===== config.mk =====
export PLATFORM = sky130hd
export DESIGN_NAME = trigger_word_sequencer
export DESIGN_NICKNAME = d
export VERILOG_FILES = /design/src/rtl/trigger_word_sequencer_pkg.sv /design/src/rtl/trigger_word_sequencer_edge.sv /design/src/rtl/trigger_word_sequencer.sv
export SDC_FILE = /design/constraint.sdc
export NUM_CORES = 1
export LEC_CHECK = 0
export CORE_ASPECT_RATIO = 0.7
export CORE_UTILIZATION = 59
export CTS_CLUSTER_SIZE = 28
export DETAILED_ROUTE_END_ITERATION = 12
export MAX_ROUTING_LAYER = met4
export PLACE_DENSITY = 0.87
export SLEW_MARGIN = 5
export SYNTH_ARGS = -nofsm -noshare
export SYNTH_HDL_FRONTEND = slang
export SYNTH_SLANG_ARGS = --single-unit

===== constraint.sdc =====
create_clock -name clock -period 6.85 [get_ports clock]
set_input_delay 1.0275 -clock clock [delete_from_list [all_inputs] [get_ports clock]]
set_output_delay 1.0275 -clock clock [all_outputs]
set_load 0.02 [all_outputs]

===== src/rtl/trigger_word_sequencer_pkg.sv =====
// Shared constants and types for the trigger word sequencer.
// Holds the idle fill, the mode encoding and the trigger edge pattern.
package trigger_word_sequencer_pkg;

    localparam logic [15:0] SEQ_IDLE_FILL  = 16'hFFFF;
    localparam logic [2:0]  EDGE_PATTERN   = 3'b001;
    localparam logic [15:0] COUNT_MAX      = 16'hFFFF;
    localparam int unsigned HOLDOFF_CYCLES = 2;

    typedef enum logic {
        MODE_EXT  = 1'b0,
        MODE_SELF = 1'b1
    } seq_mode_e;

endpackage


===== src/rtl/trigger_word_sequencer_edge.sv =====
// trigger_edge_detect: two-flop synchronizer feeding a 3-bit history register.
// edge_pulse is high while the history shows exactly one fresh high sample.
module trigger_edge_detect
    import trigger_word_sequencer_pkg::*;
(
    input  logic clock,
    input  logic reset_n,
    input  logic trigger_in,
    input  logic clear,
    output logic edge_pulse
);

    logic [1:0] sync_ff;
    logic [2:0] shift_reg;

    // Only the history register is cleared; the synchronizer keeps tracking the pin.
    always_ff @(posedge clock or negedge reset_n) begin
        if (!reset_n) begin
            sync_ff   <= '0;
            shift_reg <= '0;
        end else begin
            sync_ff   <= {sync_ff[0], trigger_in};
            shift_reg <= clear ? '0 : {shift_reg[1:0], sync_ff[1]};
        end
    end

    assign edge_pulse = (shift_reg == EDGE_PATTERN);

endmodule


===== src/rtl/trigger_word_sequencer.sv =====
// Emits pattern-table words on self-timed or external trigger events,
// one registered word per event across all enabled serializer lanes.
module trigger_word_sequencer
    import trigger_word_sequencer_pkg::*;
#(
    parameter int unsigned      WIDTH       = 8,
    parameter int unsigned      DEPTH       = 4,
    parameter int unsigned      CHANNELS    = 2,
    parameter int unsigned      PERIOD_BITS = 27,
    parameter logic [WIDTH-1:0] IDLE_WORD   = WIDTH'(SEQ_IDLE_FILL)
) (
    input  logic                        clock,
    input  logic                        reset_n,
    input  logic                        self_mode,
    input  logic [PERIOD_BITS-1:0]      period,
    input  logic                        trigger_in,
    input  logic                        pattern_we,
    input  logic [$clog2(DEPTH)-1:0]    pattern_addr,
    input  logic [WIDTH-1:0]            pattern_data,
    input  logic [CHANNELS-1:0]         channel_enable,
    output logic [CHANNELS*WIDTH-1:0]   word_out,
    output logic                        sync_out,
    output logic [15:0]                 event_count
);

    localparam int unsigned          ADDR_BITS    = $clog2(DEPTH);
    localparam logic [PERIOD_BITS-1:0] PERIOD_MIN = PERIOD_BITS'(2);
    localparam logic [1:0]           HOLDOFF_INIT = 2'(HOLDOFF_CYCLES);

    seq_mode_e              mode_now;
    seq_mode_e              mode_q;
    logic                   holding;
    logic                   mode_change;
    logic                   ext_edge;
    logic                   self_fire;
    logic                   event_fire;
    logic [PERIOD_BITS-1:0] period_cnt;
    logic [PERIOD_BITS-1:0] period_last;
    logic [ADDR_BITS-1:0]   index;
    logic [1:0]             holdoff;
    logic [WIDTH-1:0]       table_mem [DEPTH];

    trigger_edge_detect u_edge (
        .clock      (clock),
        .reset_n    (reset_n),
        .trigger_in (trigger_in),
        .clear      (mode_change),
        .edge_pulse (ext_edge)
    );

    // Mode changes are not acted on during post-reset holdoff, so the
    // unknown pre-reset mode never looks like a switch.
    always_comb begin
        mode_now    = seq_mode_e'(self_mode);
        holding     = (holdoff != '0);
        mode_change = !holding && (mode_now != mode_q);
        period_last = period - PERIOD_BITS'(1);
        self_fire   = (period >= PERIOD_MIN) && (period_cnt == period_last);
        event_fire  = !holding && !mode_change &&
                      ((mode_now == MODE_SELF) ? self_fire : ext_edge);
    end

    always_ff @(posedge clock or negedge reset_n) begin
        if (!reset_n) begin
            mode_q  <= MODE_EXT;
            holdoff <= HOLDOFF_INIT;
        end else begin
            mode_q <= mode_now;
            if (holding) begin
                holdoff <= holdoff - 2'd1;
            end
        end
    end

    always_ff @(posedge clock or negedge reset_n) begin
        if (!reset_n) begin
            period_cnt <= '0;
        end else if (holding || mode_change || (mode_now != MODE_SELF) ||
                     (period < PERIOD_MIN) || (period_cnt >= period_last)) begin
            period_cnt <= '0;
        end else begin
            period_cnt <= period_cnt + PERIOD_BITS'(1);
        end
    end

    always_ff @(posedge clock or negedge reset_n) begin
        if (!reset_n) begin
            index <= '0;
        end else if (mode_change) begin
            index <= '0;
        end else if (event_fire) begin
            index <= index + ADDR_BITS'(1);
        end
    end

    // A write landing on the entry being emitted takes effect after the read.
    always_ff @(posedge clock or negedge reset_n) begin
        if (!reset_n) begin
            for (int unsigned i = 0; i < DEPTH; i++) begin
                table_mem[i] <= IDLE_WORD;
            end
        end else if (pattern_we) begin
            table_mem[pattern_addr] <= pattern_data;
        end
    end

    always_ff @(posedge clock or negedge reset_n) begin
        if (!reset_n) begin
            word_out    <= {CHANNELS{IDLE_WORD}};
            sync_out    <= 1'b0;
            event_count <= '0;
        end else begin
            for (int unsigned k = 0; k < CHANNELS; k++) begin
                word_out[k*WIDTH +: WIDTH] <= (event_fire && channel_enable[k]) ?
                                              table_mem[index] : IDLE_WORD;
            end
            sync_out <= event_fire && (index == '0);
            if (event_fire && (event_count != COUNT_MAX)) begin
                event_count <= event_count + 16'd1;
            end
        end
    end

endmodule


Run 1, routing congestion:
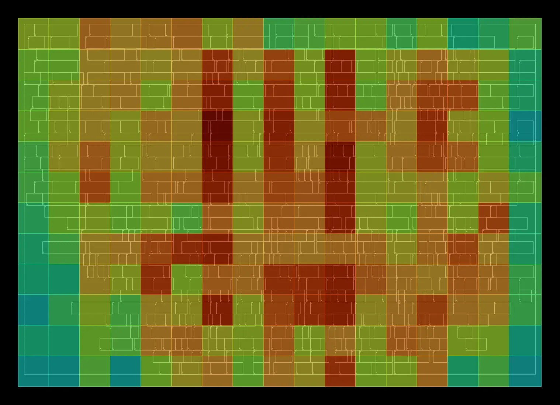
GRT Resource Usage Total: 28.2%
met3 Resource Use GR: 5.49%

Run 1, clock distribution:
Bar = 20 microns.
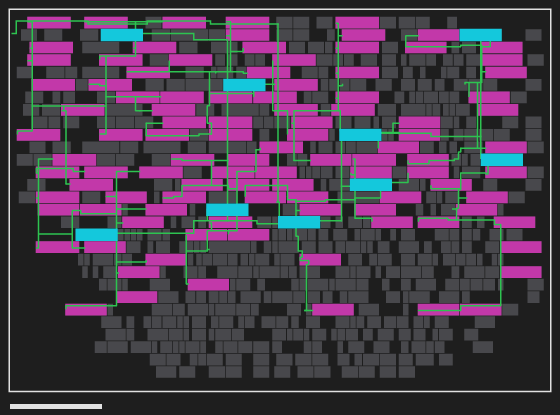
legend:
  green:
    item: clock wires
    length: 1130 microns
  magenta:
    item: flip-flops
    count: 102
  cyan:
    item: cells driving clock nets
    count: 9
routed clock nets: 10
Clock Power Share: 34.4%
Clk power: 0.515 mW
clk latency late pin: 0.35 ns
Layout Skew: 0.00880 ns

Run 1, signal wires on met2:
Cells faint in the background.
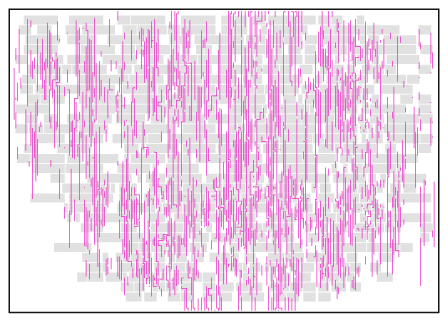
wire length on this layer: 6110 microns
main direction: vertical
nets with wire on the layer: 580
longest straight run: 40.8 microns
share of all routed wire: 50%

Run 1, wiring by layer:
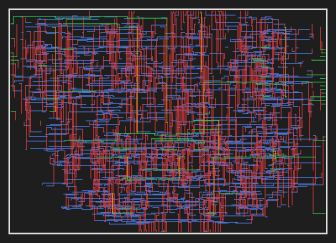
legend:
  green:
    layer: met3
    wire_length: 519 microns
  red:
    layer: met2
    wire_length: 6110 microns
  orange:
    layer: met4
    wire_length: 243 microns
  blue:
    layer: met1
    wire_length: 5380 microns
vias: 4150
post-DR wirelength/cell: 17.4 microns

==> results.sh, run 1 <==
# physical design summary
export IMPL_status="complete, no violations"
export IMPL_area_growth_pct=21.5
export IMPL_p_leak_nw=2.70
export IMPL_cts_hold_buf=0
export IMPL_nNetsFinal=652
export IMPL_tool_warnings=27
export IMPL_p_total_mw=1.50
export IMPL_synth_area_sq_um=5530
export IMPL_dieWidth_microns=118
export IMPL_cts_htree_levels=3
export IMPL_whs_ns=0.366
export IMPL_rsz0062_at_grt="false"
export IMPL_synth_top_area_share_pct=24.0
export IMPL_yosysTopAreaCell="dfrtp_1"
export IMPL_grt_pass1_wl_mm=21.0
export IMPL_top_level_ports=77
export IMPL_synth_seq_cells=102
export IMPL_avgSynthCellArea_sq_um=11.1
export IMPL_cp_max_fo=27
export IMPL_ys_flop_type="dfrtp_1"
export IMPL_cts_tree="built"
export IMPL_syn_num_nets=573
export IMPL_tightest_slew_ns=0.897
export IMPL_pg_comb_mw=0.249
export IMPL_worstPathCellList="clkdlybuf4s50_1 -> nor3_1 -> nand4b_1 -> or4_1 -> nor4_1 -> xnor2_1 -> ha_1 -> a21o_1 -> a21o_1 -> a2111oi_0 -> o21ai_0 -> a211o_1 -> nor2_1"
export IMPL_pwr_share_comb_pct=16.6
export IMPL_cts_root_buf="clkbuf_16"
export IMPL_cts_sinks=102
export IMPL_seqPwrFrac_pct=49.0
export IMPL_grt_antenna_before_repair=0
export IMPL_synthTopCellsByArea="dfrtp_1 (24%), dfstp_2 (23%), ha_1 (7.5%)"
export IMPL_first_pass_iters=5
export IMPL_ys_cells=496
export IMPL_critical_path_top_delay_family="simple AND/OR/NAND/NOR gates"
export IMPL_grt_overflow=0
export IMPL_cp_start_kind="primary input"
export IMPL_ys_sh_xor_pct=10.3
export IMPL_finish_utilization_pct=74.0
export IMPL_clkTransAtPathRegs_ns=0.07
export IMPL_critical_path_max_stage_delay_ns=0.64
export IMPL_seqCellArea_sq_um=2610
export IMPL_finalWirelength_mm=12.2
export IMPL_cp_data_arrival_time_ns=5.47
export IMPL_reg_top3="table_mem x32, period_cnt x27"
export IMPL_cpMaxStageDelayCell="a211o_1"
export IMPL_postLayoutCellArea_sq_um=6720
export IMPL_lay_top_count="clkdlybuf4s50_1"
export IMPL_largest_reg_flops=32
export IMPL_via_per_inst=5.89
export IMPL_cp_num_buf_inv=1
export IMPL_max_freq_ghz=0.192
[run 1: path summary, 6_finish.rpt]
check,startpoint,to,slack (ns),cells past startpoint
setup / recovery,period[2],period_cnt[12],1.65,13
hold / removal,u_edge.sync_ff[0],u_edge.sync_ff[1],0.37,0
setup reg to reg,period_cnt[4],period_cnt[12],3.81,7
hold reg to reg,u_edge.sync_ff[0],u_edge.sync_ff[1],0.37,0
max in group asynchronous,reset_n,period_cnt[10],5.05,2
min in group asynchronous,reset_n,period_cnt[19],0.63,1
[run 1: cell type report]
type,instances,area share (%)
clock buffers,13,4.21
clock inverters,3,0.354
inverters,12,0.671
multi-input cells,372,42.0
flip-flops and latches,102,38.9
well taps,124,2.31
repair buffers,78,11.5
==> inputs of run 2 (changes only) <==
--- a/config.mk
+++ b/config.mk
@@ -6,11 +6,11 @@
 export NUM_CORES = 1
 export LEC_CHECK = 0
 export CORE_ASPECT_RATIO = 0.7
-export CORE_UTILIZATION = 59
+export CORE_UTILIZATION = 55
 export CTS_CLUSTER_SIZE = 28
 export DETAILED_ROUTE_END_ITERATION = 12
 export MAX_ROUTING_LAYER = met4
-export PLACE_DENSITY = 0.87
+export PLACE_DENSITY = 0.82
 export SLEW_MARGIN = 5
 export SYNTH_ARGS = -nofsm -noshare
 export SYNTH_HDL_FRONTEND = slang
==> constraint.sdc (replaced) <==
create_clock -name clock -period 5.4 [get_ports clock]
set_input_delay 0.81 -clock clock [delete_from_list [all_inputs] [get_ports clock]]
set_output_delay 0.81 -clock clock [all_outputs]
set_load 0.02 [all_outputs]
Run 2, signal wires on met2:
Cells faint in the background.
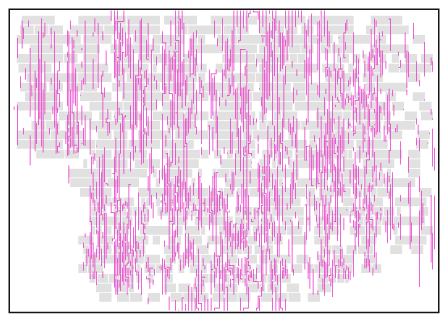
nets with wire on the layer: 598
longest straight run: 36.4 microns
main direction: vertical
share of all routed wire: 49%

==> results.sh, run 2 <==
# physical design summary
export IMPL_rr_worst_depth=7
export IMPL_cp_max_fo=27
export IMPL_clk_share_pct=4.26
export IMPL_area_growth_pct=21.6
export IMPL_cp_data_arrival_time_ns=5.06
export IMPL_syn_num_nets=573
export IMPL_powerClk_mw=0.616
export IMPL_pwr_share_comb_pct=16.9
export IMPL_cts_sinks=102
export IMPL_avgSynthCellArea_sq_um=11.1
export IMPL_rsz0062_at_grt="false"
export IMPL_cp_depth=13
export IMPL_lay_top_count="clkdlybuf4s50_1"
export IMPL_grt_overflow=0
export IMPL_finish_utilization_pct=69.2
export IMPL_inverters=12
export IMPL_power_frac_clock_pct=33.1
export IMPL_critical_path_top_delay_family="simple AND/OR/NAND/NOR gates"
export IMPL_largest_cell_class="combinational gates"
export IMPL_clkTransAtPathRegs_ns=0.07
export IMPL_max_freq_ghz=0.208
export IMPL_track_usage_pct=25.8
export IMPL_seq_cells=102
export IMPL_pg_comb_mw=0.314
export IMPL_nClkBuffers=11
export IMPL_finClkSkew_ns=0.00669
export IMPL_yosysTopAreaCell="dfrtp_1"
export IMPL_reg_top3="table_mem x32, period_cnt x27"
export IMPL_grt_antenna_before_repair=0
export IMPL_seqCellArea_sq_um=2610
export IMPL_postLayoutCellArea_sq_um=6720
export IMPL_ys_cells=496
export IMPL_hold_path_depth=0
export IMPL_p_leak_nw=2.71
export IMPL_ys_flop_type="dfrtp_1"
export IMPL_status="complete, no violations"
export IMPL_logic_gates=372
export IMPL_largest_reg_flops=32
export IMPL_first_pass_iters=5
Run 2, wiring by layer:
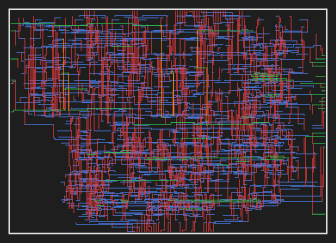
drt total wl: 12.1 mm
vias: 4141

==> run 2: cell counts after synthesis <==
Identical to the previous run, type by type.
==> run 2: routing by layer <==
metal  vias up  routed length [microns]
li1       1941                        -
met1      2077                     5430
met2       108                     5940
met3        15                      575
met4         0                      129
met5         -                        0
==> run 2: cell families (layout without fill, tap and decap cells) <==
family	after synthesis	count (layout)	synth area share, %
AND-OR/OR-AND	30	30	3.51
XOR/XNOR	65	65	10.3
adder cells (fa/ha/maj)	33	33	7.47
buffers and inverters	22	109	1.65
flip-flops	102	102	47.3
multiplexers	43	43	10.5
AND/OR/NAND/NOR	201	201	19.3
==> inputs of run 3 (changes only) <==
--- a/config.mk
+++ b/config.mk
@@ -5,12 +5,13 @@
 export SDC_FILE = /design/constraint.sdc
 export NUM_CORES = 1
 export LEC_CHECK = 0
+export ABC_AREA = 1
 export CORE_ASPECT_RATIO = 0.7
-export CORE_UTILIZATION = 55
+export CORE_UTILIZATION = 57
 export CTS_CLUSTER_SIZE = 28
 export DETAILED_ROUTE_END_ITERATION = 12
 export MAX_ROUTING_LAYER = met4
-export PLACE_DENSITY = 0.82
+export PLACE_DENSITY = 0.83
 export SLEW_MARGIN = 5
 export SYNTH_ARGS = -nofsm -noshare
 export SYNTH_HDL_FRONTEND = slang
==> results.sh, run 3 <==
# physical design summary
export IMPL_timing_rr_end="period_cnt[5]"
export IMPL_fa_ha_area_share_pct=6.57
export IMPL_largest_cell_class="combinational gates"
export IMPL_cpMaxStageDelayCell="clkdlybuf4s50_1"
export IMPL_largest_reg_flops=32
export IMPL_m1WireLength_mm=6.89
export IMPL_synth_area_sq_um=6290
export IMPL_tool_warnings=27
export IMPL_comb_share_pct=44.6
export IMPL_cp_start_kind="primary input"
export IMPL_r2r_setup_slack_ns=2.99
export IMPL_use_met3_pct=7.62
export IMPL_reg_top3="table_mem x32, period_cnt x27"
export IMPL_nClkBuffers=13
export IMPL_clock_latency_ns=0.34
export IMPL_pwr_share_comb_pct=17.6
export IMPL_whs_ns=0.350
export IMPL_ys_sh_aoi_pct=6.13
export IMPL_postLayoutCellArea_sq_um=7450
export IMPL_clk_share_pct=4.07
export IMPL_wl_met2_mm=6.85
export IMPL_n_all_buffers=77
export IMPL_synthSimpleGateAreaFrac_pct=31.2
export IMPL_avgSynthCellArea_sq_um=8.08
export IMPL_track_usage_pct=29.0
export IMPL_cts_tree="built"
export IMPL_finish_utilization_pct=70.6
export IMPL_via_per_inst=5.60
export IMPL_cp_max_fo=20
export IMPL_seq_cells=102
export IMPL_status="complete, no violations"
export IMPL_cp_data_arrival_time_ns=4.27
export IMPL_rr_startpoint="period_cnt[2]"
export IMPL_logic_gates=591
export IMPL_buffer_area_share_pct=10.3
export IMPL_area_growth_pct=18.4
export IMPL_seqCellArea_sq_um=2610
export IMPL_wl_met3_mm=1.32
export IMPL_clkTransAtPathRegs_ns=0.07
export IMPL_cts_hold_buf=0
export IMPL_grt_overflow=0
export IMPL_logic_family="simple AND/OR/NAND/NOR gates"
export IMPL_critical_path_top_delay_family="simple AND/OR/NAND/NOR gates"
export IMPL_hold_path_startpoint="u_edge.sync_ff[0]"
export IMPL_syn_num_nets=855
export IMPL_synth_top_area_share_pct=21.1
export IMPL_critPathLaunch="period[0]"
export IMPL_synthTopCellsByArea="dfrtp_1 (21%), dfstp_2 (20%), nand2_1 (12%)"
export IMPL_nWellTaps=148
export IMPL_max_freq_ghz=0.248
export IMPL_tightest_slew_ns=0.849
export IMPL_ys_sh_xor_pct=8.92
export IMPL_top_layer="met4"
export IMPL_synth_seq_cells=102
export IMPL_cts_sinks=102
export IMPL_lay_top_count="nand2_1"
run 3: netlist changes by cell type in the layout (fill, tap and decap cells not counted), moves of 9 or more:
cell,previous run,this run
a21oi_1,10,19
and3_1,10,0
inv_1,12,65
mux2_2,33,0
nand2_1,24,208
nand3_1,26,40
nand4_1,20,34
nor2_1,49,97
nor2_2,0,11
o21ai_0,4,37
or2_2,17,0
xnor2_1,42,32
xor2_1,23,32
run 3: power groups by stage:
| stage | sequential (mW) | combinational [mW] | clock, mW |
|---|---|---|---|
| floorplan | 0.927 | 0.179 | 0 |
| global placement | 0.915 | 0.315 | 0 |
| detailed placement | 0.918 | 0.331 | 0 |
| CTS | 0.908 | 0.332 | 0.655 |
| global route | 0.917 | 0.370 | 0.686 |
| finish | 0.909 | 0.332 | 0.649 |
Run 3, the metal 3 layer:
Bar = 50 microns. Cells faint in the background.
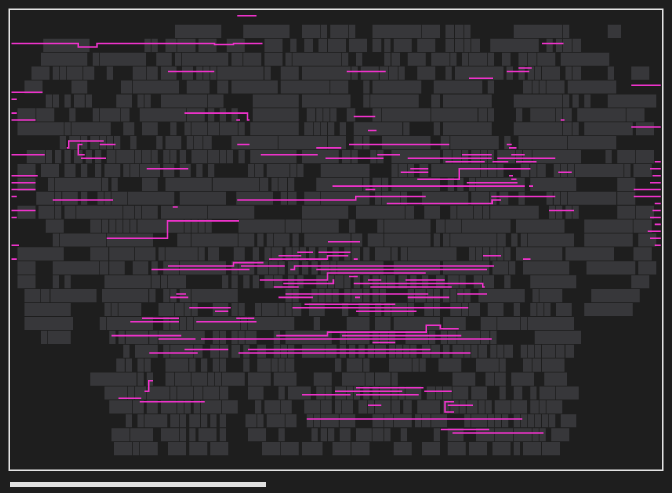
longest straight run: 56.6 microns
wire length on this layer: 1320 microns
main direction: horizontal
nets with wire on the layer: 116
drt total wl: 15.2 mm
vias: 5612

Run 3, clock distribution:
Bar = 50 microns.
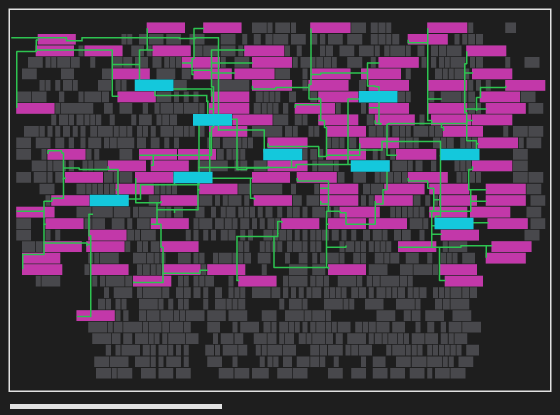
legend:
  magenta:
    item: flip-flops
    count: 102
  green:
    item: clock wires
    length: 1140 microns
  cyan:
    item: cells driving clock nets
    count: 9
routed clock nets: 10
Layout Skew: 0.00740 ns
Clock Power Share: 34.3%
Clk power: 0.649 mW

Power and IR drop assume default switching activity.
